wires.png
Drawn at 3 px/µm. Only two layers are drawn.
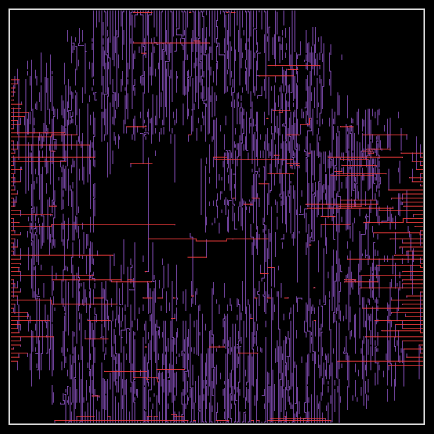
metal_density.png
Drawn at 2 px/µm. The die is cut into 28 by 28 equal tiles; dark purple is low, yellow is high, scaled to the fullest tile. Values are wire area over tile area, all layers added.
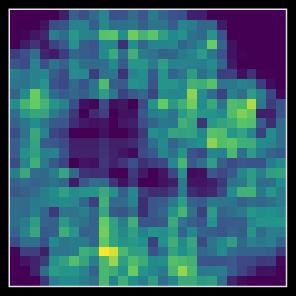
detail.png
Region (54, 54) to (84, 84) µm. Cells in grey, sequential cells in the stronger grey; small squares are vias.
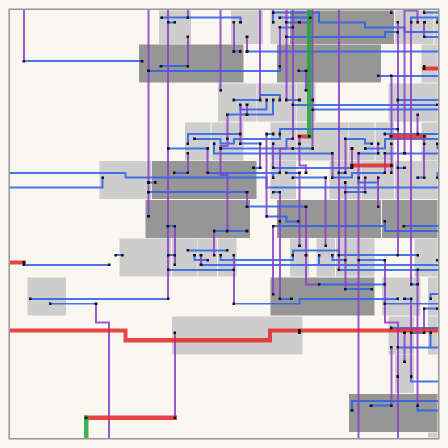
placement.png
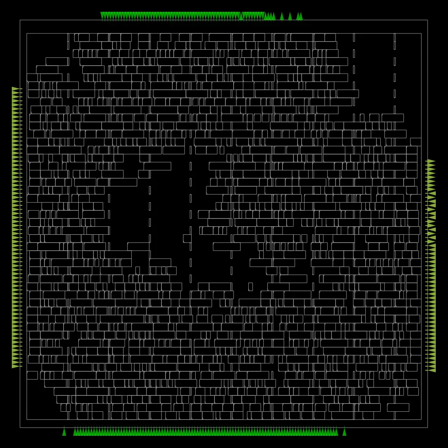
### config.mk
export PLATFORM = sky130hd
export DESIGN_NAME = status_scoreboard
export DESIGN_NICKNAME = d
export VERILOG_FILES = /design/src/rtl/status_scoreboard.sv
export SDC_FILE = /design/constraint.sdc
export NUM_CORES = 1
export LEC_CHECK = 0
export ABC_AREA = 0
export CORE_MARGIN = 2
export CORE_UTILIZATION = 45
export DETAILED_ROUTE_END_ITERATION = 10
export MAX_ROUTING_LAYER = met4
export PLACE_DENSITY = 0.84
export SLEW_MARGIN = 0
export SYNTH_ARGS = -nofsm -noshare
export SYNTH_HDL_FRONTEND = slang
export SYNTH_SLANG_ARGS = --single-unit
### constraint.sdc
create_clock -name clk -period 5.3 [get_ports clk]
set_clock_uncertainty 0.05 [all_clocks]
set_input_delay 1.06 -clock clk [delete_from_list [all_inputs] [get_ports clk]]
set_output_delay 1.06 -clock clk [all_outputs]
set_load 0.05 [all_outputs]
### src/rtl/status_scoreboard.sv
// Multi-channel result scoreboard: captures expected words at launch, records the
// first observation per enabled channel, and reports pass/fail totals or a timeout.
module status_scoreboard #(
  parameter int NUM_CH  = 4,
  parameter int DATA_W  = 32,
  parameter int TIMEOUT = 1000,
  parameter int CW      = 8
) (
  input  logic                     clk,
  input  logic                     rst,
  input  logic                     start,
  input  logic [NUM_CH-1:0]        ch_en,
  input  logic [NUM_CH*DATA_W-1:0] exp_data,
  input  logic [NUM_CH-1:0]        obs_valid,
  input  logic [NUM_CH*DATA_W-1:0] obs_data,
  output logic                     busy,
  output logic                     finish,
  output logic [CW-1:0]            pass_cnt,
  output logic [CW-1:0]            fail_cnt,
  output logic [NUM_CH-1:0]        fail_mask,
  output logic                     timed_out
);

  localparam int TW = $clog2(TIMEOUT + 1);
  localparam logic [TW-1:0] T_LAST = TW'(TIMEOUT - 1);

  typedef enum logic [1:0] {
    S_IDLE = 2'd0,
    S_RUN  = 2'd1,
    S_DONE = 2'd2
  } state_t;

  function automatic logic [CW-1:0] popcount(input logic [NUM_CH-1:0] v);
    logic [CW-1:0] n;
    n = '0;
    for (int i = 0; i < NUM_CH; i++) begin
      n = n + {{(CW-1){1'b0}}, v[i]};
    end
    return n;
  endfunction

  state_t                     r_state;
  logic                       r_start_q;
  logic [NUM_CH-1:0]          r_en;
  logic [NUM_CH*DATA_W-1:0]   r_exp;
  logic [NUM_CH-1:0]          r_done;
  logic [TW-1:0]              r_timer;
  logic [CW-1:0]              r_pass;
  logic [CW-1:0]              r_fail;
  logic [NUM_CH-1:0]          r_mask;
  logic                       r_tout;
  logic                       r_busy;
  logic                       r_finish;

  state_t                     w_state_nxt;
  logic [NUM_CH-1:0]          w_en_nxt;
  logic [NUM_CH*DATA_W-1:0]   w_exp_nxt;
  logic [NUM_CH-1:0]          w_done_nxt;
  logic [TW-1:0]              w_timer_nxt;
  logic [CW-1:0]              w_pass_nxt;
  logic [CW-1:0]              w_fail_nxt;
  logic [NUM_CH-1:0]          w_mask_nxt;
  logic                       w_tout_nxt;

  logic                       w_launch;
  logic [NUM_CH-1:0]          w_match;
  logic [NUM_CH-1:0]          w_hit;
  logic [NUM_CH-1:0]          w_done_upd;
  logic [NUM_CH-1:0]          w_left;
  logic [NUM_CH-1:0]          w_bad;

  assign w_launch   = start & ~r_start_q;
  assign w_hit      = (r_state == S_RUN) ? (r_en & ~r_done & obs_valid) : '0;
  assign w_done_upd = r_done | w_hit;
  assign w_left     = r_en & ~w_done_upd;
  assign w_bad      = w_hit & ~w_match;

  // Per-channel word comparison against the captured expected value
  always_comb begin
    w_match = '0;
    for (int i = 0; i < NUM_CH; i++) begin
      w_match[i] = (obs_data[i*DATA_W +: DATA_W] == r_exp[i*DATA_W +: DATA_W]);
    end
  end

  // Next-state and next-result computation
  always_comb begin
    w_state_nxt = r_state;
    w_en_nxt    = r_en;
    w_exp_nxt   = r_exp;
    w_done_nxt  = r_done;
    w_timer_nxt = r_timer;
    w_pass_nxt  = r_pass;
    w_fail_nxt  = r_fail;
    w_mask_nxt  = r_mask;
    w_tout_nxt  = r_tout;
    case (r_state)
      S_IDLE, S_DONE: begin
        if (w_launch) begin
          w_en_nxt    = ch_en;
          w_exp_nxt   = exp_data;
          w_done_nxt  = '0;
          w_timer_nxt = '0;
          w_pass_nxt  = '0;
          w_fail_nxt  = '0;
          w_mask_nxt  = '0;
          w_tout_nxt  = 1'b0;
          if (ch_en == '0) begin
            w_state_nxt = S_DONE;
          end else begin
            w_state_nxt = S_RUN;
          end
        end else begin
          w_state_nxt = r_state;
        end
      end
      S_RUN: begin
        w_timer_nxt = r_timer + TW'(1);
        w_done_nxt  = w_done_upd;
        w_pass_nxt  = r_pass + popcount(w_hit & w_match);
        w_fail_nxt  = r_fail + popcount(w_bad);
        w_mask_nxt  = r_mask | w_bad;
        // Completion takes priority over the timeout in the same cycle
        if (w_left == '0) begin
          w_state_nxt = S_DONE;
        end else if (r_timer == T_LAST) begin
          w_state_nxt = S_DONE;
          w_tout_nxt  = 1'b1;
          w_fail_nxt  = r_fail + popcount(w_bad) + popcount(w_left);
          w_mask_nxt  = r_mask | w_bad | w_left;
        end else begin
          w_state_nxt = S_RUN;
        end
      end
      default: begin
        w_state_nxt = S_IDLE;
      end
    endcase
  end

  // State and result registers
  always_ff @(posedge clk) begin
    if (rst) begin
      r_state   <= S_IDLE;
      r_start_q <= 1'b0;
      r_en      <= '0;
      r_exp     <= '0;
      r_done    <= '0;
      r_timer   <= '0;
      r_pass    <= '0;
      r_fail    <= '0;
      r_mask    <= '0;
      r_tout    <= 1'b0;
      r_busy    <= 1'b0;
      r_finish  <= 1'b0;
    end else begin
      r_state   <= w_state_nxt;
      r_start_q <= start;
      r_en      <= w_en_nxt;
      r_exp     <= w_exp_nxt;
      r_done    <= w_done_nxt;
      r_timer   <= w_timer_nxt;
      r_pass    <= w_pass_nxt;
      r_fail    <= w_fail_nxt;
      r_mask    <= w_mask_nxt;
      r_tout    <= w_tout_nxt;
      r_busy    <= (w_state_nxt == S_RUN);
      r_finish  <= (w_state_nxt == S_DONE);
    end
  end

  assign busy      = r_busy;
  assign finish    = r_finish;
  assign pass_cnt  = r_pass;
  assign fail_cnt  = r_fail;
  assign fail_mask = r_mask;
  assign timed_out = r_tout;

endmodule

==> results.txt <==
Flow results are below.

- Measured against its own limit, the worst slew margin works out to 39.8%.
- At the end of routability-driven placement, the weighted congestion stood at 0.895.
- The initial antenna violation count is 2, for reference.
- The number of nets produced by synthesis is 1,280, for reference.
- The clock network takes up 5.07% of total cell area after layout.
- The number of top-level pins is 290, for reference.
- The overall die size recorded for this design is 19,000 µm².
- The total area of multi-input combinational cells is 4410 µm², for reference.
- The run reported a max-capacitance violation count of 0.
- The first-pass iteration count of the detailed router is 5, for reference.
- At the end of the flow the core is filled with cells to 67.4%.
- The count of hold-fix buffers inserted at cts is 0, for reference.
- The initialized floorplan defines 48 standard-cell rows.
- The worst-case reg-to-reg setup slack stands at 960 ps.
- The class occupying the most area after layout is reported as multi-input combinational cells.
- In the synthesized netlist, the dominant kind of combinational cell is simple AND/OR/NAND/NOR gates.
- The synthesized netlist occupies a cell area of just over 8000 µm².
- In the final layout, the registers with the most flip-flops are r_exp x128, r_timer x10.
- The worst hold path was traced through 2 stages.
- The multi-input combinational cell count is 764, for reference.
- The vertical die dimension is 138 µm, for reference.
- The area taken by flip-flops and latches is 3440 µm², for reference.
- The total leakage power is 0.00422 µW, for reference.
- For the worst setup path, the data arrival time is about 5400 ps.
- The flow ran to the end, and the final reports show no timing, DRC or antenna violations.
- The power per cell area is about 270 nW/µm², for reference.
- By area the synthesized netlist is led by dfxtp_1 (43%), nand2_1 (14%), xnor2_1 (11%).
- The core area is 17,400 µm², for reference.
- The cell-mix breakdown from Yosys lists the simple-gate area share as a little under a quarter.
- The area fraction in compound gates is 12.6%, for reference.
- The register with the most flip-flops in the layout has ~130 of them.
- The delay of the slowest cell on the worst path is between 500 and 600 ps, for reference.
- The H-tree level count is 4, for reference.
- In this run the critical register-to-register path is launched from r_exp[16].
- The global routing met3 resource utilization is between 5 and 6%, for reference.
- In the layout the commonest cells are nand2_1 (290), clkdlybuf4s50_1 (288), dfxtp_1 (172).
- STA lists the maximum fanout along the critical path as 4.
-- wires.png (at the start) --
metal 2: drawn in purple, wire length 11,600 µm. metal 3: drawn in red, wire length 1,520 µm.
Vias: 7,700
Avg WL per Cell: 15.6 µm
overall global routing resource usage: 25.4%
total detailed-routing wirelength: 23.4 mm

-- metal_density.png (at the start) --
22% of the tiles are over half the peak. The emptiest ninth of the die: top right. The fullest tile reaches 0.59. 9.9% of the tiles are nearly empty.

-- detail.png (at the start) --
metal 2: drawn in purple. metal 4: drawn in green. metal 1: drawn in blue. metal 3: drawn in red.
Most frequent: dfxtp_1 (9), nand2_1 (8). Netlist names of flops here include `r_done` (3), `r_en` (3), `r_state` (2). Sequential cells in the window: 9. 44 logic cells have their middle in the window.

-- placement.png (at the start) --
sequential cells: 172
register share of the cell area: 29.3%

power breakdown:
part           internal [µW]  switching (µW)  total, µW  leakage, µW
Sequential              1360            45.2       1400      0.00141
Combinational            296             222        519      0.00253
Clock                    743             511       1250     0.000277
Total                   2400             779       3180      0.00422
repair_timing:
item / CTS / global route
resized: 0 / 4
hold endpoints to repair: 0 / 0
setup endpoints to repair: 0 / 3
setup buffers: 0 / 1
through the flow:
step | cells | power (µW) | setup slack [ps] | cell area [µm²]
after floorplan | 999 | 1680 | 703 | 8060
after global placement | 1468 | 1940 | -124 | 11100
after detailed placement | 1468 | 1950 | -223 | 11100
after CTS | 1499 | 3200 | 206 | 11700
after global routing | 1502 | 3310 | -41.7 | 11700
final | 1502 | 3180 | 193 | 11700
Power and IR drop assume default switching activity.
